### Signal wires on met1, run 1

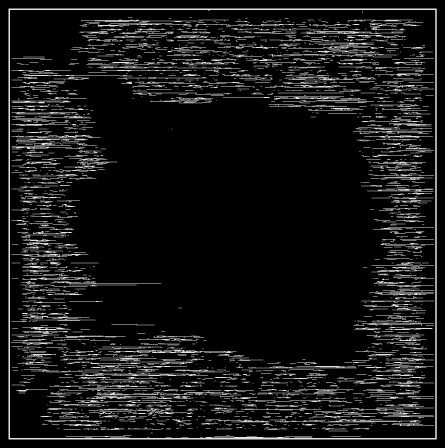
### M2 wires, run 1

Bar = 100 um. Cells faint in the background.
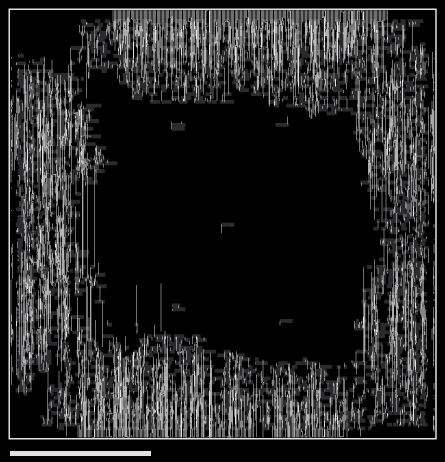
### The metal 3 layer, run 1

Bar = 100 um.
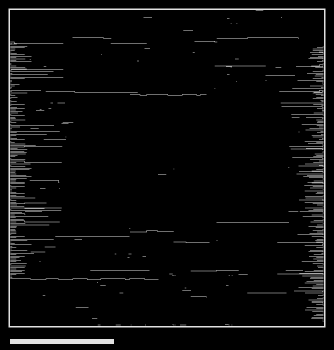
### Signal wires on met4, run 1

Cells faint in the background.
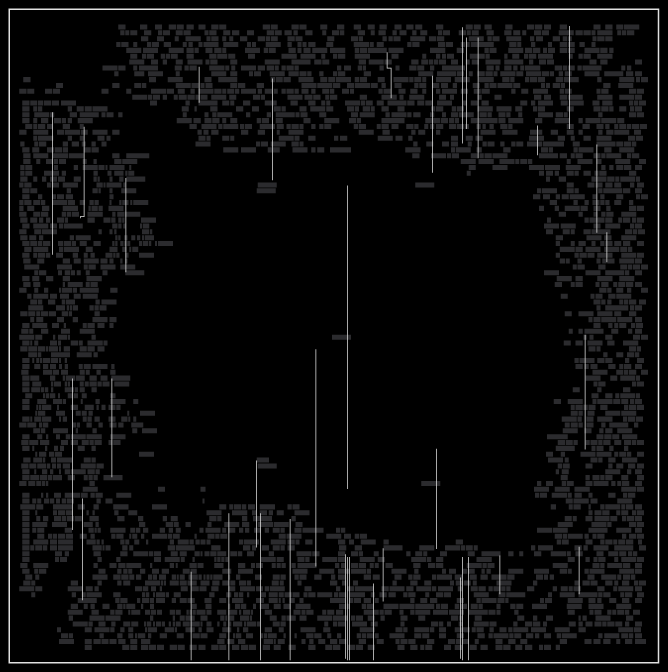
--- src/rtl/cmd_time_scheduler.sv ---
// cmd_time_scheduler
// Scans the command register memory, compares each entry's TIME_START with
// TIME_NOW, hands due commands to the impulse generator (valid/ready), then
// asks the command writer to erase the slot (req/ack).
//
// Ports:
//   CLK, rst          clock, synchronous active-high reset
//   EN                scan enable
//   TIME_NOW          64-bit system time
//   MEM_RD_ADDR/RDEN  memory read request; MEM_Q returns RD_LAT cycles later
//   CLR_REQ/ADDR/ACK  slot-erase handshake with the writer
//   CMD_VALID/READY   command handshake; CMD_* carry the captured entry
//   BUSY              high whenever the scheduler is not idle
//   LATE_CNT          saturating count of dropped late commands
//
// Optional feature: define CMD_LATE_DROP_EN to drop (erase without issuing)
// entries more than LATE_LIMIT ticks late; this also adds the LATE_CNT port.
module cmd_time_scheduler #(
  parameter int unsigned N_IDX      = 255,
  parameter int unsigned ADDR_W     = 8,
  parameter int unsigned RD_LAT     = 1,
  parameter int unsigned LATE_LIMIT = 1000
) (
  input  logic              CLK,
  input  logic              rst,
  input  logic              EN,
  input  logic [63:0]       TIME_NOW,
  output logic [ADDR_W-1:0] MEM_RD_ADDR,
  output logic              MEM_RDEN,
  input  logic [337:0]      MEM_Q,
  output logic              CLR_REQ,
  output logic [ADDR_W-1:0] CLR_ADDR,
  input  logic              CLR_ACK,
  output logic              CMD_VALID,
  input  logic              CMD_READY,
  output logic [63:0]       CMD_TIME_START,
  output logic [47:0]       CMD_FREQ,
  output logic [47:0]       CMD_FREQ_STEP,
  output logic [31:0]       CMD_FREQ_RATE,
  output logic [15:0]       CMD_N_IMPULSE,
  output logic [1:0]        CMD_TYPE,
  output logic [31:0]       CMD_TI,
  output logic [31:0]       CMD_TP,
  output logic [31:0]       CMD_TBLANK1,
  output logic [31:0]       CMD_TBLANK2,
  output logic              BUSY
`ifdef CMD_LATE_DROP_EN
  ,
  output logic [15:0]       LATE_CNT
`endif
);

  typedef enum logic [2:0] {
    S_IDLE, S_RD, S_WAIT, S_EVAL, S_ISSUE, S_CLEAR, S_NEXT
  } state_t;

  state_t              state_q, state_d;
  logic [ADDR_W-1:0]   addr_q, addr_d;
  logic [1:0]          wait_q, wait_d;
  logic [337:0]        cmd_q, cmd_d;

  logic [63:0] ts_w;
  logic        empty_w;
  logic        due_w;

  assign ts_w    = MEM_Q[337:274];
  assign empty_w = &ts_w;
  assign due_w   = !empty_w && (TIME_NOW >= ts_w);

`ifdef CMD_LATE_DROP_EN
  logic [15:0] late_q, late_d;
  logic        late_w;
  assign late_w   = (TIME_NOW - ts_w) > 64'(LATE_LIMIT);
  assign LATE_CNT = late_q;
`else
  logic unused_late_limit;
  assign unused_late_limit = ^LATE_LIMIT;
`endif

  always_comb begin
    state_d = state_q;
    addr_d  = addr_q;
    wait_d  = wait_q;
    cmd_d   = cmd_q;
`ifdef CMD_LATE_DROP_EN
    late_d  = late_q;
`endif
    case (state_q)
      S_IDLE:  if (EN) state_d = S_RD;
      S_RD: begin
        wait_d  = '0;
        state_d = S_WAIT;
      end
      S_WAIT: begin
        if (wait_q == 2'(RD_LAT - 1)) state_d = S_EVAL;
        else                          wait_d  = wait_q + 2'd1;
      end
      S_EVAL: begin
        if (due_w) begin
`ifdef CMD_LATE_DROP_EN
          if (late_w) begin
            // late entries go straight to erase and never reach the generator
            state_d = S_CLEAR;
            if (late_q != '1) late_d = late_q + 16'd1;
          end else begin
            cmd_d   = MEM_Q;
            state_d = S_ISSUE;
          end
`else
          cmd_d   = MEM_Q;
          state_d = S_ISSUE;
`endif
        end else begin
          state_d = S_NEXT;
        end
      end
      S_ISSUE: if (CMD_READY) state_d = S_CLEAR;
      S_CLEAR: if (CLR_ACK)   state_d = S_NEXT;
      S_NEXT: begin
        addr_d  = (addr_q == ADDR_W'(N_IDX)) ? '0 : addr_q + ADDR_W'(1);
        state_d = EN ? S_RD : S_IDLE;
      end
      default: state_d = S_IDLE;
    endcase
  end

  always_ff @(posedge CLK) begin
    if (rst) begin
      state_q <= S_IDLE;
      addr_q  <= '0;
      wait_q  <= '0;
      cmd_q   <= '0;
`ifdef CMD_LATE_DROP_EN
      late_q  <= '0;
`endif
    end else begin
      state_q <= state_d;
      addr_q  <= addr_d;
      wait_q  <= wait_d;
      cmd_q   <= cmd_d;
`ifdef CMD_LATE_DROP_EN
      late_q  <= late_d;
`endif
    end
  end

  // Handshake outputs decode the registered state, so a reset clears them
  // on the very next cycle with nothing left half-issued.
  assign MEM_RD_ADDR = addr_q;
  assign MEM_RDEN    = (state_q == S_RD);
  assign CMD_VALID   = (state_q == S_ISSUE);
  assign CLR_REQ     = (state_q == S_CLEAR);
  assign CLR_ADDR    = (state_q == S_CLEAR) ? addr_q : '0;
  assign BUSY        = (state_q != S_IDLE);

  assign CMD_TIME_START = cmd_q[337:274];
  assign CMD_FREQ       = cmd_q[273:226];
  assign CMD_FREQ_STEP  = cmd_q[225:178];
  assign CMD_FREQ_RATE  = cmd_q[177:146];
  assign CMD_N_IMPULSE  = cmd_q[145:130];
  assign CMD_TYPE       = cmd_q[129:128];
  assign CMD_TI         = cmd_q[127:96];
  assign CMD_TP         = cmd_q[95:64];
  assign CMD_TBLANK1    = cmd_q[63:32];
  assign CMD_TBLANK2    = cmd_q[31:0];

endmodule
--- config.mk ---
export PLATFORM = sky130hd
export DESIGN_NAME = cmd_time_scheduler
export DESIGN_NICKNAME = d
export VERILOG_FILES = /design/src/rtl/cmd_time_scheduler.sv
export SDC_FILE = /design/constraint.sdc
export NUM_CORES = 1
export LEC_CHECK = 0
export CORE_AREA = 4 4 297 299
export DETAILED_ROUTE_END_ITERATION = 10
export DIE_AREA = 0 0 301 303
export SETUP_SLACK_MARGIN = 0.15
export SYNTH_ARGS = -nofsm -noshare
export SYNTH_HDL_FRONTEND = slang
export SYNTH_SLANG_ARGS = --single-unit
--- constraint.sdc ---
create_clock -name CLK -period 3.6 [get_ports CLK]
set_clock_uncertainty 0.15 [all_clocks]
set_input_delay 0.72 -clock CLK [delete_from_list [all_inputs] [get_ports CLK]]
set_output_delay 0.72 -clock CLK [all_outputs]
set_load 0.01 [all_outputs]
==> impl_table.tex, run 1 <==
% Yosys + OpenROAD metrics
\begin{tabular}{lr}
\hline
Metric & Value \\
\hline
\multicolumn{2}{l}{\textbf{Drt}} \\
Number of antenna-violating nets in the routed design & 0 \\
Number of design rule violations left after detail routing & 0 \\
Iter 0 DRT Violations & 503 \\
\multicolumn{2}{l}{\textbf{Power}} \\
Total power divided by cell area & 362 nW/um2 \\
Leakage power & 10.2 nW \\
\multicolumn{2}{l}{\textbf{Yosys}} \\
Fraction of the yosys area taken by sequential cells & 0.394 \\
Mux area share & 0.191 \\
Ao+oa area frac & 0.0250 \\
Yosys adder share & 0.0463 \\
Synthesized Nets & 2281 \\
Most numerous cell in the Yosys netlist & sky130\_fd\_sc\_hd\_\_nand2b\_1 \\
Most used flip-flop cell after synthesis & sky130\_fd\_sc\_hd\_\_dfxtp\_1 \\
Flip-flops with a built-in enable & 0 \\
Post-Syn Area & 17800 um2 \\
Share of flip-flops with an asynchronous set or reset & 0 \\
Proportion of netlist area held by the largest area contributor & 0.394 \\
\multicolumn{2}{l}{\textbf{Floorplan}} \\
Overall die width & 301 um \\
Core Util at FP & 0.210 \\
\multicolumn{2}{l}{\textbf{Final timing}} \\
Worst slew margin relative to its limit & 0.512 \\
Max Slew Vio Count & 0 \\
Maximum operating frequency & 303 MHz \\
Final worst-path cycle share & 0.916 \\
\multicolumn{2}{l}{\textbf{Worst hold path}} \\
Hold WC Path Type & reg -> reg \\
\multicolumn{2}{l}{\textbf{Placed design}} \\
Final weighted congestion in routability-driven placement & 0.840 \\
Buffers added on ports & 764 \\
Placement-stage worst setup slack & -0.483 ns \\
\multicolumn{2}{l}{\textbf{Job}} \\
Maximum capacitance violations & 0 \\
\multicolumn{2}{l}{\textbf{Clocking}} \\
CTS tree & built \\
Clock buffer depth & 3 \\
Clock tree sinks & 351 \\
Clock network latency to the later pin of the worst-skew pair & 0.55 ns \\
Inserted Clock Buffers & 45 \\
\multicolumn{2}{l}{\textbf{Outcome}} \\
Run status & complete, no violations \\
\multicolumn{2}{l}{\textbf{GRT}} \\
Overflow after GRT & 0 \\
Global-route wire length before repair & 92500 um \\
\multicolumn{2}{l}{\textbf{Critical path}} \\
Setup Crit Path Kind & in -> reg \\
\multicolumn{2}{l}{\textbf{Final layout}} \\
Gate Area & 9550 um2 \\
Layout cell share with drive strength beyond 1 & 0.0765 \\
Register area & 7030 um2 \\
Inserted Diodes & 0 \\
\hline
\end{tabular}
Notes on 'Signal wires on met1' above:
share of all routed wire: 39%
longest straight run: 75.4 um
nets with wire on the layer: 2790
DRT Wirelength: 64100 um
global routing usage on met1: 0.145
vias post-DR: 14900

Notes on 'M2 wires' above:
wire length on this layer: 32.1 mm
nets with wire on the layer: 2588
share of all routed wire: 50%
longest straight run: 94.2 um
main direction: vertical
met2 demand-to-capacity share in global routing: 0.236

Notes on 'The metal 3 layer' above:
longest straight run: 71.1 um
nets with wire on the layer: 402
main direction: horizontal
share of all routed wire: 8.2%
met3 Track Usage GR: 0.0435

Notes on 'Signal wires on met4' above:
share of all routed wire: 2.7%
wire length on this layer: 1710 um
main direction: vertical

[run 1: stage by stage]
stage | std cells | utilization | power (mW) | setup TNS [ns] | cell area [um2]
after CTS | 3797 | 0.334 | 10.5 | 0 | 28500
after global placement | 3719 | 0.317 | 5.83 | -88.42 | 27000
after global routing | 3799 | 0.336 | 10.8 | 0 | 28600
after floorplan | 1808 | - | 4.90 | 0 | 17800
after detailed placement | 3719 | 0.317 | 5.84 | -123.08 | 27000
final | 3799 | 0.336 | 10.3 | 0 | 28600
[run 1: state kept, by name, indices dropped and copies added (netlist names)]
name and flops:
wait_q 2, MEM_RD_ADDR 8, state_q 3, cmd_q 338
[run 1: worst paths after layout]
path | cells past startpoint | to | slack [ns] | startpoint
hold reg to reg | 2 | cmd_q[211] | 0.32 | cmd_q[211]
setup / recovery | 13 | cmd_q[161] | 0.30 | MEM_Q[289]
setup reg to reg | 7 | cmd_q[161] | 1.32 | state_q[1]
hold / removal | 2 | cmd_q[211] | 0.32 | cmd_q[211]
[run 1: where the power goes]
part / total, mW / internal, mW / switching (mW) / leakage, nW
Combinational: 1.69 / 1.02 / 0.665 / 6.62
Clock: 4.58 / 2.74 / 1.84 / 0.730
Sequential: 4.06 / 4.00 / 0.0686 / 2.83
Total: 10.3 / 7.76 / 2.57 / 10.2
[run 1: cells in the final DEF, fill, tap and decap left out, drive strengths merged, types with 4 or more instances in the layout]
master,instances
a21o,5
dfxtp,351
buf,119
nor3,8
bufinv,4
clkdlybuf4s50,763
mux2i,340
nor2,22
nor4,4
clkbuf,58
nand3,5
clkinv,15
a21oi,32
clkinvlp,4
and2,7
nand4,25
and4,4
inv,69
xor2,4
nand2b,678
o21ai,14
ha,66
nand2,32
[run 1: area by class of cell]
class | instances | area share
Multi-Input combinational cell | 1272 | 0.334
Timing Repair Buffer | 884 | 0.309
Sequential cell | 351 | 0.246
Tap cell | 1144 | 0.0501
Clock buffer | 56 | 0.0437
Inverter | 70 | 0.00920
Clock inverter | 22 | 0.00823
[run 1: worst max-delay path, cell delays in order]
cell and delay [ns]:
sky130_fd_sc_hd__clkdlybuf4s50_1 0.49, sky130_fd_sc_hd__inv_1 0.05, sky130_fd_sc_hd__ha_1 0.30, sky130_fd_sc_hd__nand4_1 0.14, sky130_fd_sc_hd__nor3_2 0.20, sky130_fd_sc_hd__a2bb2oi_1 0.15, sky130_fd_sc_hd__a311oi_2 0.31, sky130_fd_sc_hd__buf_4 0.16
sky130_fd_sc_hd__o211ai_2 0.13, sky130_fd_sc_hd__a21oi_4 0.25, sky130_fd_sc_hd__buf_12 0.22, sky130_fd_sc_hd__buf_4 0.25, sky130_fd_sc_hd__mux2i_1 0.21
[run 1: logic make-up after synthesis]
| group | after synthesis |
|---|---|
| AND-OR/OR-AND | 71 |
| flip-flops | 351 |
| multiplexers | 340 |
| AND/OR/NAND/NOR | 790 |
| XOR/XNOR | 5 |
| adder cells (fa/ha/maj) | 66 |
| buffers and inverters | 185 |
[run 1: routing by layer]
metal	GRT usage	vias up	part of all wire
met5	0	-	0.00031
met4	0.0384	2	0.027
met3	0.0435	87	0.082
met2	0.236	491	0.50
met1	0.145	6760	0.39
li1	-	7539	-
==> inputs of run 2 (changes only) <==
Settings changed: SLEW_MARGIN from default to 20.
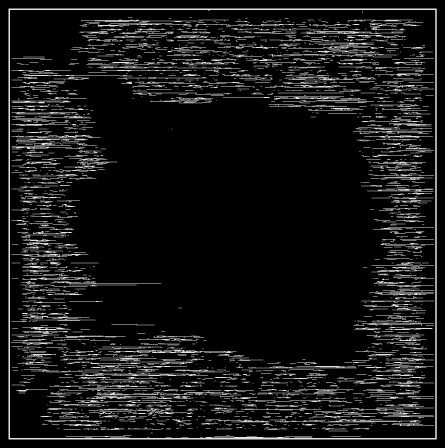
*Signal wires on met1, run 2*

==> run 2 against run 1 <==
First-iteration DRC count unchanged. Fmax unchanged. Register-to-register slack about the same. Synthesized cell count unchanged. Critical path depth unchanged. Design area unchanged. Sequential cell count unchanged. Via count unchanged. Highest routed layer unchanged.
==> impl_table.tex, run 2 <==
% Yosys + OpenROAD metrics
\begin{tabular}{lr}
\hline
Metric & Value \\
\hline
\multicolumn{2}{l}{\textbf{Yosys}} \\
Flip-flops with a built-in enable & 0 \\
Synthesized Nets & 2281 \\
Most numerous cell in the Yosys netlist & sky130\_fd\_sc\_hd\_\_nand2b\_1 \\
Post-Syn Area & 17800 um2 \\
Most used flip-flop cell after synthesis & sky130\_fd\_sc\_hd\_\_dfxtp\_1 \\
\multicolumn{2}{l}{\textbf{Critical path}} \\
Register-to-register setup slack & 1.32 ns \\
Standard cell with the maximum stage delay on the critical path & sky130\_fd\_sc\_hd\_\_clkdlybuf4s50\_1 \\
Biggest cell delay along the critical path & 0.49 ns \\
Bufs and invs on worst path & 5 \\
CP Launch Point & MEM\_Q[289] \\
Worst flop-to-flop path startpoint & state\_q[1] \\
Termination of the worst setup path & cmd\_q[161] \\
\multicolumn{2}{l}{\textbf{Final layout}} \\
Leading cell types in the layout, fill and taps excluded & sky130\_fd\_sc\_hd\_\_clkdlybuf4s50\_1, sky130\_fd\_sc\_hd\_\_nand2b\_1, sky130\_fd\_sc\_hd\_\_dfxtp\_1, sky130\_fd\_sc\_hd\_\_mux2i\_1, sky130\_fd\_sc\_hd\_\_buf\_4 \\
Most common logic cell in the routed design & sky130\_fd\_sc\_hd\_\_clkdlybuf4s50\_1 \\
Inserted Diodes & 0 \\
Gate Area & 9550 um2 \\
Largest register by flop count & cmd\_q \\
Flip-flop count of the largest register after layout & 338 \\
\multicolumn{2}{l}{\textbf{Drt}} \\
Wire length on met1 & 25000 um \\
Highest signal layer in the routed design & met5 \\
\multicolumn{2}{l}{\textbf{Placed design}} \\
Buffers added on ports & 764 \\
\multicolumn{2}{l}{\textbf{Power}} \\
Total power divided by cell area & 362 nW/um2 \\
Leakage power & 10.2 nW \\
\multicolumn{2}{l}{\textbf{Clocking}} \\
Clock network latency to the later pin of the worst-skew pair & 0.55 ns \\
Inserted Clock Buffers & 45 \\
\multicolumn{2}{l}{\textbf{Outcome}} \\
Run status & complete, no violations \\
\multicolumn{2}{l}{\textbf{GRT}} \\
Overflow after GRT & 0 \\
Global-route wire length before repair & 92500 um \\
\hline
\end{tabular}
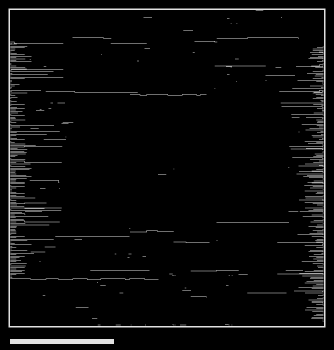
*The metal 3 layer, run 2*
Bar = 100 um.
wire length on this layer: 5250 um
share of all routed wire: 8.2%
longest straight run: 71.1 um
nets with wire on the layer: 402
main direction: horizontal

-- run 2: cell counts after synthesis --
No cell type changed its count.
-- run 2: through the flow --
stage / power (mW) / setup WS [ns] / std cells / instance area [um2] / hold WS, ns
after floorplan: 4.90 / 0.707 / 1808 / 17800 / 0.306
after global placement: 5.83 / -0.327 / 3719 / 27000 / 0.306
after detailed placement: 5.84 / -0.483 / 3719 / 27000 / 0.310
after CTS: 10.5 / 0.129 / 3797 / 28500 / 0.322
after global routing: 10.8 / 0.117 / 3799 / 28600 / 0.332
final: 10.3 / 0.304 / 3799 / 28600 / 0.319
-- run 2: area by class of cell --
cell class                      count  share of cell area
Multi-Input combinational cell   1272               0.334
Timing Repair Buffer              884               0.309
Sequential cell                   351               0.246
Tap cell                         1144              0.0501
Clock buffer                       56              0.0437
Inverter                           70             0.00920
Clock inverter                     22             0.00823
-- run 2: tightest hold or removal path: stages (launching register included) --
cell and delay [ns]:
sky130_fd_sc_hd__dfxtp_1 0.31, sky130_fd_sc_hd__nand2b_1 0.06, sky130_fd_sc_hd__mux2i_1 0.06
-- run 2: report_power, final --
group	internal (mW)	switching (mW)	leakage, nW
clock	2.74	1.84	0.730
combinational	1.02	0.665	6.62
sequential	4.00	0.0686	2.83
-- run 2: worst min path at each step --
| stage | startpoint | to | slack [ns] |
|---|---|---|---|
| 2_1_floorplan | wait_q[0] | wait_q[0] | 0.31 |
| 3_3_place_gp | cmd_q[330] | cmd_q[330] | 0.31 |
| 3_5_place_dp | cmd_q[316] | cmd_q[316] | 0.31 |
| 4_1_cts | cmd_q[312] | cmd_q[312] | 0.32 |
| 5_1_grt | cmd_q[226] | cmd_q[226] | 0.33 |
| 6_report | cmd_q[211] | cmd_q[211] | 0.32 |
-- run 2: logic make-up (layout without fill, tap and decap cells) --
| logic type | Yosys count | after routing | synth area share |
|---|---|---|---|
| compound gates | 71 | 71 | 0.0250 |
| xor+xnor | 5 | 5 | 0.00245 |
| fa+ha+maj | 66 | 66 | 0.0463 |
| buf+inv | 185 | 1032 | 0.0721 |
| flops | 351 | 351 | 0.394 |
| mux | 340 | 340 | 0.191 |
| simple gates | 790 | 790 | 0.270 |
-- run 2: layer usage --
metal / up-vias / global-route usage
li1: 7539 / -
met1: 6760 / 0.145
met2: 491 / 0.236
met3: 87 / 0.0435
met4: 2 / 0.0384
met5: - / 0
-- run 2: timing repair --
item,CTS,global route
endpoints found under the hold margin,0,0
resized,1,9
endpoints found under the setup margin,3,342
cloned,0,2
pin swaps,0,2
==> inputs of run 3 (changes only) <==
Settings changed: HOLD_SLACK_MARGIN from default to 0.15.
Clock period 3.6 ns to 4.14 ns, I/O delays scaled along.
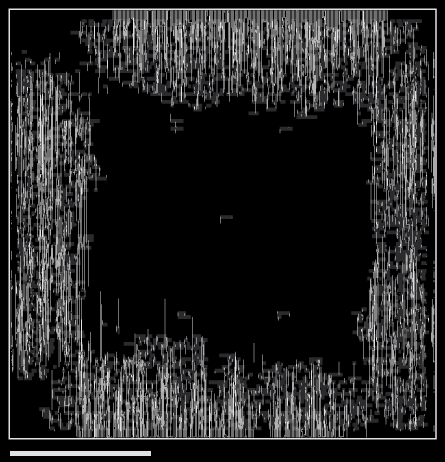
*M2 wires, run 3*
Bar = 100 um. Cells faint in the background.
DRT Wirelength: 62600 um
vias post-DR: 14700
met2 demand-to-capacity share in global routing: 0.231

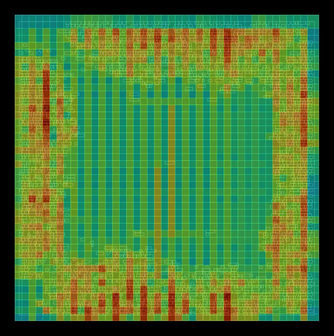
*Routing congestion, run 3*
layer with the highest usage after global routing: met2
detail-routed net length per standard cell: 16.7 um

==> run 3 against run 2 <==
Sequential cell count unchanged. Total power decreased by 16%. Clock power is 18% lower. Design area down 1.7%. Critical endpoint is now cmd_q[130].
==> impl_table.tex, run 3 <==
% Yosys + OpenROAD metrics
\begin{tabular}{lr}
\hline
Metric & Value \\
\hline
\multicolumn{2}{l}{\textbf{Yosys}} \\
Post-Syn Area & 17800 um2 \\
Share of flip-flops with an asynchronous set or reset & 0 \\
Most used flip-flop cell after synthesis & sky130\_fd\_sc\_hd\_\_dfxtp\_1 \\
Proportion of netlist area held by the largest area contributor & 0.394 \\
Synthesized Nets & 2281 \\
\multicolumn{2}{l}{\textbf{Floorplan}} \\
Core Util at FP & 0.210 \\
Overall die width & 301 um \\
\multicolumn{2}{l}{\textbf{Final layout}} \\
Register area & 7030 um2 \\
Leading cell types in the layout, fill and taps excluded & sky130\_fd\_sc\_hd\_\_clkdlybuf4s50\_1, sky130\_fd\_sc\_hd\_\_nand2b\_1, sky130\_fd\_sc\_hd\_\_dfxtp\_1, sky130\_fd\_sc\_hd\_\_mux2i\_1, sky130\_fd\_sc\_hd\_\_inv\_1 \\
Largest register by flop count & cmd\_q \\
Flip-flop count of the largest register after layout & 338 \\
Layout cell share with drive strength beyond 1 & 0.0570 \\
Most common logic cell in the routed design & sky130\_fd\_sc\_hd\_\_clkdlybuf4s50\_1 \\
Gate Area & 9540 um2 \\
\multicolumn{2}{l}{\textbf{Clocking}} \\
Post-CTS Resized & 0 \\
Inserted Clock Buffers & 43 \\
Clock network latency to the later pin of the worst-skew pair & 0.55 ns \\
Clock tree sinks & 351 \\
CTS tree & built \\
\multicolumn{2}{l}{\textbf{Final timing}} \\
Maximum operating frequency & 277 MHz \\
Max Slew Vio Count & 0 \\
Final worst-path cycle share & 0.871 \\
Final setup margin & 0.534 ns \\
\multicolumn{2}{l}{\textbf{Critical path}} \\
Series of cell instances along the critical path & clkdlybuf4s50\_1 -> inv\_1 -> ha\_1 -> nand4\_1 -> nor3\_2 -> o2111ai\_1 -> a311oi\_1 -> buf\_4 -> o211ai\_2 -> a21oi\_4 -> buf\_12 -> buf\_12 -> mux2i\_1 \\
Most prevalent standard cell on the critical path & sky130\_fd\_sc\_hd\_\_buf\_12 \\
Standard cell with the maximum stage delay on the critical path & sky130\_fd\_sc\_hd\_\_clkdlybuf4s50\_1 \\
\multicolumn{2}{l}{\textbf{Power}} \\
Part of the power in the clock network & 0.432 \\
Leakage power & 9.92 nW \\
Internal cell power & 6.56 mW \\
Part of the total power dissipated in combinational logic & 0.162 \\
\multicolumn{2}{l}{\textbf{Placed design}} \\
Final weighted congestion in routability-driven placement & 0.827 \\
Placed Area & 26700 um2 \\
Buffers added on ports & 764 \\
\multicolumn{2}{l}{\textbf{GRT}} \\
Global-route wire length before repair & 90800 um \\
\multicolumn{2}{l}{\textbf{Job}} \\
Maximum capacitance violations & 0 \\
\multicolumn{2}{l}{\textbf{Outcome}} \\
Run status & complete, no violations \\
\multicolumn{2}{l}{\textbf{Drt}} \\
Number of design rule violations left after detail routing & 0 \\
\hline
\end{tabular}
run 3: cell counts after synthesis:
Identical to the previous run, type by type.
run 3: power groups by stage:
stage | Clock (mW) | Combinational [mW] | Sequential, mW
CTS | 3.93 | 1.44 | 3.53
global route | 4.04 | 1.53 | 3.54
detailed placement | 0 | 1.43 | 3.61
floorplan | 0 | 0.620 | 3.64
finish | 3.77 | 1.41 | 3.53
global placement | 0 | 1.43 | 3.61
run 3: logic make-up after synthesis:
| kind of cell | count (synthesis) | synth area share |
|---|---|---|
| xor gates and xnor gates | 5 | 0.00245 |
| DFF | 351 | 0.394 |
| buffers and inverters | 185 | 0.0721 |
| and+or+nand+nor | 790 | 0.270 |
| adders and majority gates | 66 | 0.0463 |
| AOI/OAI and AO/OA | 71 | 0.0250 |
| muxes | 340 | 0.191 |
run 3: worst max-delay path, delay by kind of cell:
kind                       cells  cell delay, ns
AOI/OAI and AO/OA              4            0.93
and+or+nand+nor                2            0.36
buffers and inverters          5            1.23
muxes                          1            0.22
adders and majority gates      1            0.31
run 3: final timing paths:
| kind | depth (start not counted) | startpoint | slack (ns) | to |
|---|---|---|---|---|
| max reg2reg | 7 | state_q[0] | 1.86 | cmd_q[130] |
| min reg2reg | 2 | cmd_q[302] | 0.32 | cmd_q[302] |
| min | 2 | cmd_q[302] | 0.32 | cmd_q[302] |
| max | 13 | MEM_Q[289] | 0.53 | cmd_q[130] |
run 3: final cells by class:
| cell class | instances | share of cell area |
|---|---|---|
| Clock buffer | 61 | 0.0433 |
| Tap cell | 1144 | 0.0510 |
| Sequential cell | 351 | 0.250 |
| Clock inverter | 17 | 0.00646 |
| Timing Repair Buffer | 841 | 0.300 |
| Antenna cell | 1 | 0.0000891 |
| Inverter | 70 | 0.00935 |
| Multi-Input combinational cell | 1272 | 0.340 |
run 3: through the flow:
| step | power (mW) | util | hold slack (ns) | TNS, ns | std cells |
|---|---|---|---|---|---|
| 6_report | 8.71 | 0.330 | 0.317 | 0 | 3757 |
| 5_1_grt | 9.11 | 0.330 | 0.330 | 0 | 3757 |
| 4_1_cts | 8.90 | 0.330 | 0.321 | 0 | 3756 |
| 3_5_place_dp | 5.03 | 0.313 | 0.309 | -6.12 | 3678 |
| 3_3_place_gp | 5.04 | 0.313 | 0.306 | -0.0335 | 3678 |
| 2_1_floorplan | 4.26 | - | 0.306 | 0 | 1808 |
run 3: per-layer routing:
| metal | up-vias | track usage | part of all wire |
|---|---|---|---|
| met4 | 2 | 0.0333 | 0.022 |
| met5 | - | 0 | 0.00032 |
| met3 | 67 | 0.0437 | 0.084 |
| met2 | 466 | 0.231 | 0.50 |
| met1 | 6715 | 0.143 | 0.39 |
| li1 | 7475 | - | - |
Power and IR drop assume default switching activity.
